===== src/rtl/micro_udp_engine_pkg.sv =====
// Shared types and constants for the micro UDP engine.
// Ethernet framing constants and the RX demux state encoding.
package micro_udp_engine_pkg;

    localparam int ETH_HDR_BYTES = 14;

    localparam logic [15:0] ETHERTYPE_IPV4 = 16'h0800;
    localparam logic [15:0] ETHERTYPE_ARP  = 16'h0806;
    localparam logic [15:0] ETHERTYPE_IPV6 = 16'h86DD;

    typedef struct packed {
        logic [47:0] dst_mac;
        logic [47:0] src_mac;
        logic [15:0] ethertype;
    } eth_frame_hdr_t;

    typedef enum logic [1:0] {
        S_IDLE,
        S_FWD,
        S_DROP
    } rx_state_e;

endpackage


===== src/rtl/micro_udp_engine_byte_realign.sv =====
// Byte realigner: holds the tail of the previous beat and splices it
// ahead of the head of the current beat, plus empty/flush arithmetic.
module micro_udp_engine_byte_realign #(
    parameter int DATA_W      = 256,
    parameter int SHIFT_BYTES = 14,
    localparam int B          = DATA_W / 8,
    localparam int EW         = $clog2(B)
) (
    input  logic              clk,
    input  logic              reset_n,
    input  logic              load,
    input  logic [DATA_W-1:0] in_data,
    input  logic [EW-1:0]     in_empty,
    output logic [DATA_W-1:0] cat_data,
    output logic [DATA_W-1:0] flush_data,
    output logic              tail_fits,
    output logic [EW-1:0]     last_empty,
    output logic [EW-1:0]     flush_empty
);

    localparam int R  = B - SHIFT_BYTES;
    localparam int RW = 8 * R;
    localparam int HW = 8 * SHIFT_BYTES;
    localparam logic [EW-1:0] R_E = EW'(R);
    localparam logic [EW-1:0] H_E = EW'(SHIFT_BYTES);

    logic [RW-1:0] rest;

    always_ff @(posedge clk or negedge reset_n) begin
        if (!reset_n) begin
            rest <= '0;
        end else if (load) begin
            rest <= in_data[RW-1:0];
        end
    end

    assign cat_data   = {rest, in_data[DATA_W-1 -: HW]};
    assign flush_data = {rest, {HW{1'b0}}};

    // Last beat fits in the spliced beat when at most SHIFT_BYTES are valid.
    assign tail_fits   = (in_empty >= R_E);
    assign last_empty  = in_empty - R_E;
    assign flush_empty = in_empty + H_E;

endmodule


===== src/rtl/micro_udp_engine_eth_rx_demux.sv =====
// Ethernet RX front end: strips the header, realigns the payload and
// steers frames to ethertype channels, with drop/error/runt counters.
module micro_udp_engine_eth_rx_demux
    import micro_udp_engine_pkg::*;
#(
    parameter int                   DATA_W    = 256,
    parameter int                   NUM_CH    = 2,
    parameter logic [NUM_CH*16-1:0] ETH_TYPES = {ETHERTYPE_ARP, ETHERTYPE_IPV4},
    localparam int                  EW        = $clog2(DATA_W / 8)
) (
    input  logic                 clk,
    input  logic                 reset_n,
    input  logic [DATA_W-1:0]    in_data,
    input  logic [EW-1:0]        in_empty,
    input  logic                 in_startofpacket,
    input  logic                 in_endofpacket,
    input  logic                 in_valid,
    input  logic                 in_error,
    input  logic                 in_fcs_error,
    output logic [DATA_W-1:0]    out_data,
    output logic [EW-1:0]        out_empty,
    output logic                 out_startofpacket,
    output logic                 out_endofpacket,
    output logic                 out_error,
    output logic [NUM_CH-1:0]    out_valid,
    output logic [NUM_CH*32-1:0] cnt_frames,
    output logic [31:0]          cnt_drop_type,
    output logic [31:0]          cnt_error,
    output logic [31:0]          cnt_runt
);

    localparam int CHW       = (NUM_CH > 1) ? $clog2(NUM_CH) : 1;
    localparam int ETYPE_LSB = DATA_W - $bits(eth_frame_hdr_t);
    localparam logic [EW-1:0] H_E = EW'(ETH_HDR_BYTES);

    logic [DATA_W-1:0] cat_data;
    logic [DATA_W-1:0] flush_data;
    logic              tail_fits;
    logic [EW-1:0]     last_empty;
    logic [EW-1:0]     flush_empty;

    micro_udp_engine_byte_realign #(
        .DATA_W      (DATA_W),
        .SHIFT_BYTES (ETH_HDR_BYTES)
    ) u_realign (
        .clk         (clk),
        .reset_n     (reset_n),
        .load        (in_valid),
        .in_data     (in_data),
        .in_empty    (in_empty),
        .cat_data    (cat_data),
        .flush_data  (flush_data),
        .tail_fits   (tail_fits),
        .last_empty  (last_empty),
        .flush_empty (flush_empty)
    );

    rx_state_e          state, state_n;
    logic [CHW-1:0]     ch, ch_n;
    logic               first, first_n;
    logic               erracc, erracc_n;
    logic               pend, pend_n;
    logic [CHW-1:0]     pend_ch, pend_ch_n;
    logic               pend_sop, pend_sop_n;
    logic               pend_err, pend_err_n;
    logic [EW-1:0]      pend_empty, pend_empty_n;

    logic               emit;
    logic [CHW-1:0]     emit_ch;
    logic [NUM_CH-1:0]  ov_n;
    logic [DATA_W-1:0]  od_n;
    logic [EW-1:0]      oe_n;
    logic               osop_n, oeop_n, oerr_n;

    logic               frm_inc, drop_inc, runt_inc, err_a, err_b;
    logic [CHW-1:0]     frm_ch;
    logic               take_sop, last_err;

    logic [15:0]        ethertype;
    logic               hit;
    logic [CHW-1:0]     hit_idx;

    assign ethertype = in_data[ETYPE_LSB +: 16];

    // Scan downwards so the lowest matching channel wins.
    always_comb begin
        hit     = 1'b0;
        hit_idx = '0;
        for (int i = NUM_CH - 1; i >= 0; i--) begin
            if (ethertype == ETH_TYPES[16*i +: 16]) begin
                hit     = 1'b1;
                hit_idx = CHW'(i);
            end
        end
    end

    always_comb begin
        state_n      = state;
        ch_n         = ch;
        first_n      = first;
        erracc_n     = erracc;
        pend_n       = 1'b0;
        pend_ch_n    = pend_ch;
        pend_sop_n   = pend_sop;
        pend_err_n   = pend_err;
        pend_empty_n = pend_empty;
        emit         = 1'b0;
        emit_ch      = ch;
        od_n         = cat_data;
        oe_n         = '0;
        osop_n       = 1'b0;
        oeop_n       = 1'b0;
        oerr_n       = 1'b0;
        frm_inc      = 1'b0;
        frm_ch       = ch;
        drop_inc     = 1'b0;
        runt_inc     = 1'b0;
        err_a        = 1'b0;
        err_b        = 1'b0;
        take_sop     = 1'b0;
        last_err     = erracc | in_error | in_fcs_error;

        // Pending flush only exists in S_IDLE, where no other beat is emitted.
        if (pend) begin
            emit    = 1'b1;
            emit_ch = pend_ch;
            od_n    = flush_data;
            oe_n    = pend_empty;
            osop_n  = pend_sop;
            oeop_n  = 1'b1;
            oerr_n  = pend_err;
        end

        if (in_valid) begin
            unique case (state)
                S_IDLE: take_sop = in_startofpacket;
                S_FWD: begin
                    if (in_startofpacket) begin
                        emit     = 1'b1;
                        od_n     = flush_data;
                        oe_n     = H_E;
                        osop_n   = first;
                        oeop_n   = 1'b1;
                        oerr_n   = 1'b1;
                        err_a    = 1'b1;
                        take_sop = 1'b1;
                        state_n  = S_IDLE;
                    end else begin
                        emit     = 1'b1;
                        osop_n   = first;
                        first_n  = 1'b0;
                        erracc_n = erracc | in_error;
                        if (in_endofpacket) begin
                            state_n = S_IDLE;
                            frm_inc = 1'b1;
                            err_a   = last_err;
                            if (tail_fits) begin
                                oeop_n = 1'b1;
                                oe_n   = last_empty;
                                oerr_n = last_err;
                            end else begin
                                pend_n       = 1'b1;
                                pend_ch_n    = ch;
                                pend_sop_n   = 1'b0;
                                pend_err_n   = last_err;
                                pend_empty_n = flush_empty;
                            end
                        end
                    end
                end
                S_DROP: begin
                    if (in_startofpacket) begin
                        take_sop = 1'b1;
                    end else if (in_endofpacket) begin
                        state_n = S_IDLE;
                    end
                end
                default: state_n = S_IDLE;
            endcase
        end

        if (take_sop) begin
            first_n  = 1'b1;
            erracc_n = in_error;
            ch_n     = hit_idx;
            if (!hit) begin
                drop_inc = 1'b1;
                state_n  = in_endofpacket ? S_IDLE : S_DROP;
            end else if (!in_endofpacket) begin
                state_n = S_FWD;
            end else begin
                state_n = S_IDLE;
                err_b   = in_error | in_fcs_error;
                if (tail_fits) begin
                    runt_inc = 1'b1;
                end else begin
                    frm_inc      = 1'b1;
                    frm_ch       = hit_idx;
                    pend_n       = 1'b1;
                    pend_ch_n    = hit_idx;
                    pend_sop_n   = 1'b1;
                    pend_err_n   = in_error | in_fcs_error;
                    pend_empty_n = flush_empty;
                end
            end
        end

        ov_n = '0;
        if (emit) begin
            ov_n[emit_ch] = 1'b1;
        end
    end

    always_ff @(posedge clk or negedge reset_n) begin
        if (!reset_n) begin
            state      <= S_IDLE;
            ch         <= '0;
            first      <= 1'b0;
            erracc     <= 1'b0;
            pend       <= 1'b0;
            pend_ch    <= '0;
            pend_sop   <= 1'b0;
            pend_err   <= 1'b0;
            pend_empty <= '0;
        end else begin
            state      <= state_n;
            ch         <= ch_n;
            first      <= first_n;
            erracc     <= erracc_n;
            pend       <= pend_n;
            pend_ch    <= pend_ch_n;
            pend_sop   <= pend_sop_n;
            pend_err   <= pend_err_n;
            pend_empty <= pend_empty_n;
        end
    end

    always_ff @(posedge clk or negedge reset_n) begin
        if (!reset_n) begin
            out_valid         <= '0;
            out_data          <= '0;
            out_empty         <= '0;
            out_startofpacket <= 1'b0;
            out_endofpacket   <= 1'b0;
            out_error         <= 1'b0;
        end else begin
            out_valid         <= ov_n;
            out_data          <= od_n;
            out_empty         <= oe_n;
            out_startofpacket <= osop_n;
            out_endofpacket   <= oeop_n;
            out_error         <= oerr_n;
        end
    end

    always_ff @(posedge clk or negedge reset_n) begin
        if (!reset_n) begin
            cnt_frames    <= '0;
            cnt_drop_type <= '0;
            cnt_error     <= '0;
            cnt_runt      <= '0;
        end else begin
            if (frm_inc) begin
                cnt_frames[32*int'(frm_ch) +: 32] <=
                    cnt_frames[32*int'(frm_ch) +: 32] + 32'd1;
            end
            cnt_drop_type <= cnt_drop_type + 32'(drop_inc);
            cnt_error     <= cnt_error + 32'(err_a) + 32'(err_b);
            cnt_runt      <= cnt_runt + 32'(runt_inc);
        end
    end

endmodule


===== config.mk =====
export PLATFORM = sky130hd
export DESIGN_NAME = micro_udp_engine_eth_rx_demux
export DESIGN_NICKNAME = d
export VERILOG_FILES = /design/src/rtl/micro_udp_engine_pkg.sv /design/src/rtl/micro_udp_engine_byte_realign.sv /design/src/rtl/micro_udp_engine_eth_rx_demux.sv
export SDC_FILE = /design/constraint.sdc
export NUM_CORES = 1
export LEC_CHECK = 0
export CAP_MARGIN = 20
export CORE_AREA = 8 8 266 268
export CTS_BUF_LIST = sky130_fd_sc_hd__clkbuf_2
export DETAILED_ROUTE_END_ITERATION = 6
export DIE_AREA = 0 0 274 276
export PLACE_DENSITY_LB_ADDON = 0.2
export SLEW_MARGIN = 10
export SYNTH_ARGS = -nofsm -noshare
export SYNTH_HDL_FRONTEND = slang
export SYNTH_SLANG_ARGS = --single-unit

===== constraint.sdc =====
create_clock -name clk -period 3.4 [get_ports clk]
set_input_delay 0.85 -clock clk [delete_from_list [all_inputs] [get_ports clk]]
set_output_delay 0.85 -clock clk [all_outputs]
set_load 0.03 [all_outputs]

**Run 1: M4 wires**

Scale: 1.5 px per micron. Supply wires on this layer in grey.
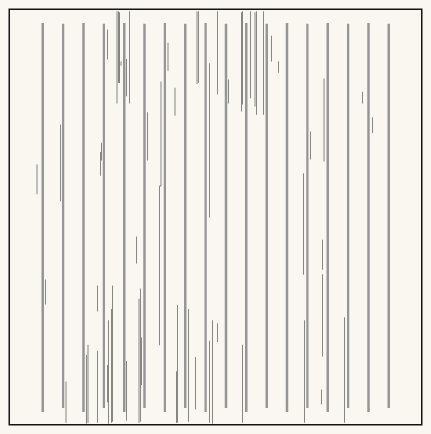
The longest straight run is 106 microns. The layer carries 2800 microns of wire. 51 nets have wire on it.

**Run 1: layout detail**

Region (122, 68) to (152, 98) microns. Cells in grey, sequential cells in the stronger grey; small squares are vias.
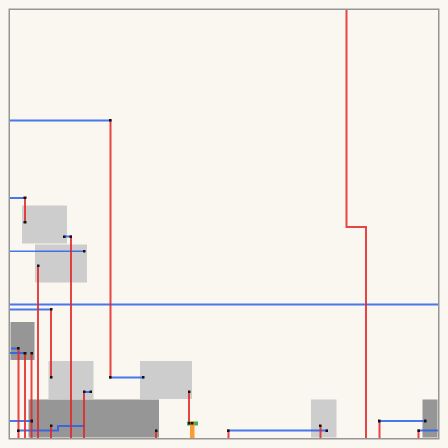
Key: metal 1 = blue; metal 2 = red; metal 4 = orange; metal 3 = green
Most frequent: clkdlybuf4s50_1 (2), dlygate4sd2_1 (2). Sequential cells in the window: 1. Netlist names of flops here include out_data (1). 6 logic cells have their middle in the window.

**Run 1: routing congestion**

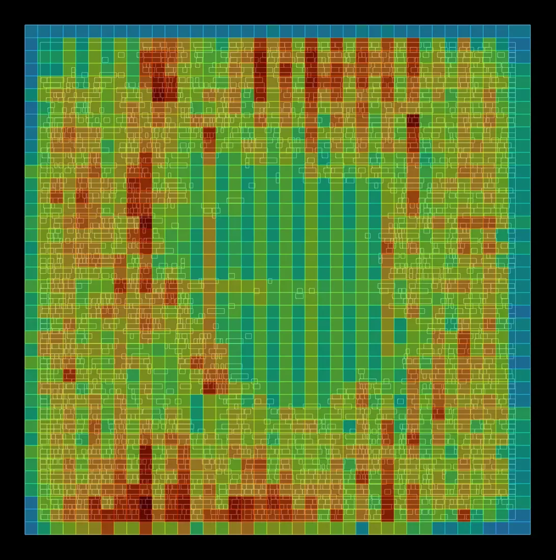
Top Usage Layer GRT: met2
GRT met2 Usage: 30.7%
Core Util, Final: 49.4%

==> results.cfg, run 1 <==
; flow metrics
[setup_path]
required_ns = 4.46
reg2reg_slack_ns = 0.22
cp-endpoint = cnt_error[31]
rr_startpoint = state[0]

[logic_synthesis]
yosysSeqAreaShare_pct = 69.2
netlist-cell-type-count = 50
ys_cells = 1495
netlist.area_leader.share_pct = 69.2
edf_count = 0
yosys_warnings = 0
synth_flops = 584
post_synth.cell_area_avg_sq_um = 14.1

[clock_network]
clock_path_buffers = 3
cts_inserted_buffers = 156
numClockSinks = 584
cts-htree-levels = 4
postCtsSetupBuffers = 0
clock-root-buffer = clkbuf_2
cts_resized = 222
tritoncts = built
clkLatencyLatePin_ns = 1.24

[layout]
n_antenna_cell = 7
seq_cell_count = 584
sh_seq_area_pct = 44.5
clock_buffers = 218
nFillCells = 5997
comb_share_pct = 19.3
nonClkBufAreaFrac_pct = 28.5
num-nets-final = 2878
area_delta_synth_final_pct = 55.7
inv_count = 21
regMostFlops = out_data
largest_class = flip-flops and latches

[routing]
vias = 15800
wire_per_inst_microns = 19.6

[place]
dp_hpwl_microns = 52400
dp_slack_ns = -0.920
io_buffers = 693

[sta]
relSlewSlack_pct = 41.1
worst_slack_ns = 0.132
hold_ws_ns = 0.270

[power_and_ir_drop]
power.total_w = 0.0146
switching_power_w = 0.00427
p_per_area_nw_per_um2 = 443
vdd_drop_max_v = 0.000218
p_comb_share_pct = 15.2
intPower_w = 0.0103
pwr-share-clk_pct = 32.8
maxPowerGroup = registers
p_sw_share_pct = 29.4

[grt]
grt_max_degree = 85
track_usage_pct = 18.3
grt_pass1_wl_microns = 107000
overflow = 0

[min_path]
worst_hold_path.endpoint = u_realign.rest[41]

[die]
dieHeight_microns = 276
io_pins = 694
dieArea_sq_um = 75600

[run]
drv_cap = 0
warnings = 31

[outcome]
status = completed
[run 1: Yosys cell counts (6+ instances only)]
library cell / count
a21oi_1: 11
and4_1: 6
xnor2_1: 112
nor3_1: 13
and3_1: 35
mux2_2: 149
nor2b_1: 10
nor2_1: 50
clkbuf_1: 34
and2_1: 118
nand2_1: 114
xor2_1: 42
nand4_1: 37
nor4_1: 7
nand3_1: 56
inv_1: 21
mux2i_1: 10
ha_1: 11
o21ai_0: 16
dfrtp_1: 584
[run 1: worst max-delay path, cell delays in order]
cell and delay (ns):
dlygate4sd3_1 0.52, clkdlybuf4s50_1 0.50, nor2b_1 0.19, buf_4 0.14
and3_1 0.14, nand4_1 0.15, or2_2 0.33, fa_1 0.47
nor2b_2 0.17, and3_1 0.23, nand2_1 0.08, nor2_1 0.27
nand3_1 0.13, xnor2_1 0.14
[run 1: per-layer routing]
metal,GRT usage [%],wire length (microns),vias to the layer above
met4,8.73,2800,0
met2,30.7,34800,591
li1,-,-,7336
met3,8.38,7020,137
met5,0,0,-
met1,19.5,25500,7695
[run 1: layout by cell type, fill, tap and decap left out, drive strengths merged, types with 42 or more instances in the layout]
master,instances
nand2,114
mux2,150
clkbuf,218
dlygate4sd2,222
and2,118
dfrtp,584
dlygate4sd3,181
buf,113
xor2,42
clkdlybuf4s50,468
nand3,56
xnor2,112
nor2,50
[run 1: cells by family after synthesis]
kind of cell / after synthesis / synth area share, %
flip-flops: 584 / 69.2
buffers and inverters: 60 / 1.19
multiplexers: 162 / 8.71
AND-OR/OR-AND: 51 / 1.59
adder cells (fa/ha/maj): 12 / 0.747
XOR/XNOR: 154 / 6.39
AND/OR/NAND/NOR: 472 / 12.2
--- run 2 (diff from run 1) ---
CORE_AREA = 8 8 264 266   (was 8 8 266 268)
DIE_AREA = 0 0 272 274   (was 0 0 274 276)
DONT_BUFFER_PORTS = 1   (was not set)
**Run 2: selected gate families**

Scale: 2 px per micron.
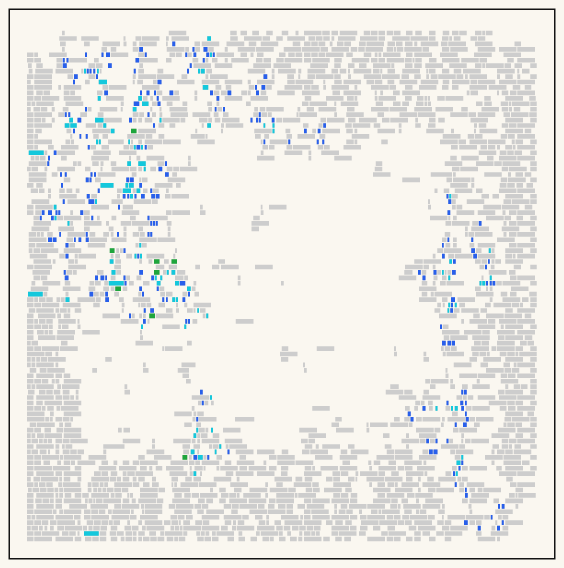
Key: non-inverting ao/oa cells = green [cells 8, where middle left]; nand cells = blue [cells 214, where spread over the die]; nor cells = cyan [cells 90, where spread over the die]

==> run 2 against run 1 <==
The flow now finishes with violations (negative hold slack, max-slew violations). Synthesized cell count stayed put. Cell area shrank 11%. Routed wire length fell by 4.3%. Area after synthesis stayed put. Hold slack worse by 0.93 ns. Final cell count down 11%. Total power fell by 3.6%. Die area fell by 1.4%. Worst setup slack improved by 0.014 ns. Sequential power increased by 9.2%. Critical path type is now reg2reg.
==> results.cfg, run 2 <==
; flow metrics
[grt]
use_met3_pct = 8.69
overflow = 0
grt_pass1_wl_microns = 100000
track_usage_pct = 17.7
met1_usage_pct = 17.3
grt_pass1_vias = 16200
grt-busiest-layer = met2
grt_max_degree = 585

[setup_path]
critPathLaunchType = flip-flop
critical-path-top-delay-family = simple AND/OR/NAND/NOR gates
required_ns = 4.50
crit_chain = ha_1 > and4b_1 > nand2_1 > buf_4 > nor4_4 > or2_4 > mux2_4 > ha_4 > buf_4 > nand2_1 > nor2_2 > nand3_1 > nor2_2 > mux2i_4 > buf_6 > nor2_1 > xor2_1
endpoint_kind = flip-flop
cp_slowest_cell = dfrtp_1
crit_buf_inv = 3
critical_path_class = reg2reg
slowest_delay_ns = 0.40

[layout]
regMostFlops = out_data
num-nets-final = 2478
largest_reg_flops = 256
nFillCells = 6004
area_delta_synth_final_pct = 38.4
layout_top_cell = dfrtp_1
final_cell_mix = dfrtp_1, dlygate4sd3_1, clkbuf_2

[clock_network]
clock-root-buffer = clkbuf_2
numClockSinks = 584
clock_path_buffers = 3
clkLatencyLatePin_ns = 1.26
cts_inserted_buffers = 153
postCtsSetupBuffers = 0
cts-htree-levels = 4

[power_and_ir_drop]
p_per_area_nw_per_um2 = 480
p_leak_nw = 13.1
p_comb_share_pct = 6.9
p_sw_share_pct = 29.1
vdd_drop_max_v = 0.000284
maxPowerGroup = registers
pwr-share-clk_pct = 34.2
switching_power_w = 0.00408
intPower_w = 0.00994
power.total_w = 0.0140

[outcome]
status = finished with violations
violations = negative hold slack, max-slew violations

[logic_synthesis]
synth_flops = 584
ys_cells = 1495
edf_count = 0
yosys_warnings = 0
most_common_cell = dfrtp_1
netlist.area_leader.share_pct = 69.2
ys_area_sq_um = 21100
top_cells_by_count = dfrtp_1, mux2_2, and2_1, nand2_1, xnor2_1
async_flop_share_pct = 100
netlist-cell-type-count = 50
yosysSeqAreaShare_pct = 69.2
post_synth.cell_area_avg_sq_um = 14.1

[place]
io_buffers = 0
dp_hpwl_microns = 44500

[die]
dieArea_sq_um = 74500
io_pins = 694
dieHeight_microns = 274

[sta]
finalHoldViolCount = 324
relSlewSlack_pct = -148
max_freq_ghz = 0.307
hold_ws_ns = -0.662
slew_viol_final = 427

[routing]
vias = 14500

[run]
warnings = 41
drv_cap = 0
**Run 2: routing congestion**

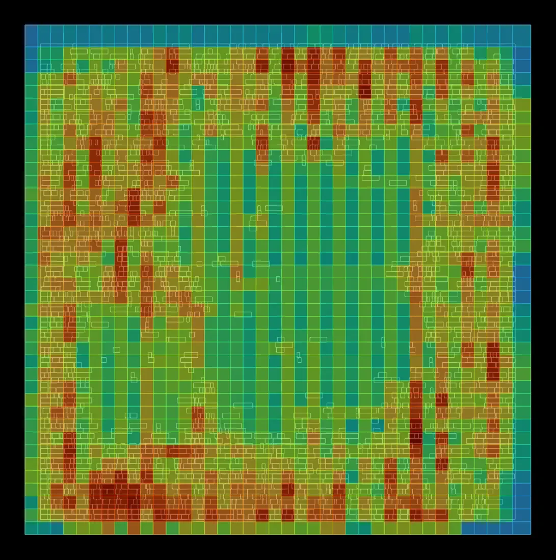
GRT met2 Usage: 31.4%
average wire per standard cell: 21.1 microns

==> run 2: worst paths after layout <==
check / slack (ns) / start / end / depth (start not counted)
max in group asynchronous: 1.11 / reset_n / u_realign.rest[20] / 0
max: 0.15 / state[0] / cnt_frames[52] / 17
min in group clk: 0.25 / in_endofpacket / state[0] / 5
max reg2reg: 0.15 / state[0] / cnt_frames[52] / 17
min reg2reg: 0.33 / u_realign.rest[138] / out_data[250] / 0
min: -0.66 / reset_n / cnt_runt[30] / 0
==> run 2: metal layers <==
metal	vias to the layer above	wire length (microns)
met5	-	13
met4	2	2300
met3	139	7060
met2	580	35000
met1	7189	22800
li1	6550	-
==> run 2: cell families after synthesis <==
logic type / synth area share, %
flip-flops: 69.2
AND/OR/NAND/NOR: 12.2
multiplexers: 8.71
XOR/XNOR: 6.39
buffers and inverters: 1.19
AND-OR/OR-AND: 1.59
adder cells (fa/ha/maj): 0.747
==> run 2: through the flow <==
stage	worst slack (ns)	area, sq um	util (%)	hold WS, ns
6_report	0.146	29200	44.8	-0.662
5_1_grt	-0.00217	29200	44.8	-0.921
4_1_cts	0.118	29200	44.7	-0.933
3_5_place_dp	-0.526	22600	34.7	0.356
3_3_place_gp	-0.489	22600	34.7	0.354
2_1_floorplan	-0.506	21200	-	0.350
==> run 2: repair_timing <==
item / CTS / global route
hold endpoints to repair: 869 / 584
gates resized: 0 / 5
setup endpoints to repair: 0 / 8
==> run 2: final cells by class <==
cell class,count,area [sq um],share of cell area (%)
multi-input cells,851,6340,21.7
well taps,864,1080,3.70
clock buffers,207,1040,3.54
clock inverters,63,334,1.14
diodes,3,7.51,0.0257
flip-flops and latches,584,14600,50.0
inverters,21,78.8,0.270
repair buffers,587,5730,19.6
No activity file was given, so power comes from the tool's default toggle rates.
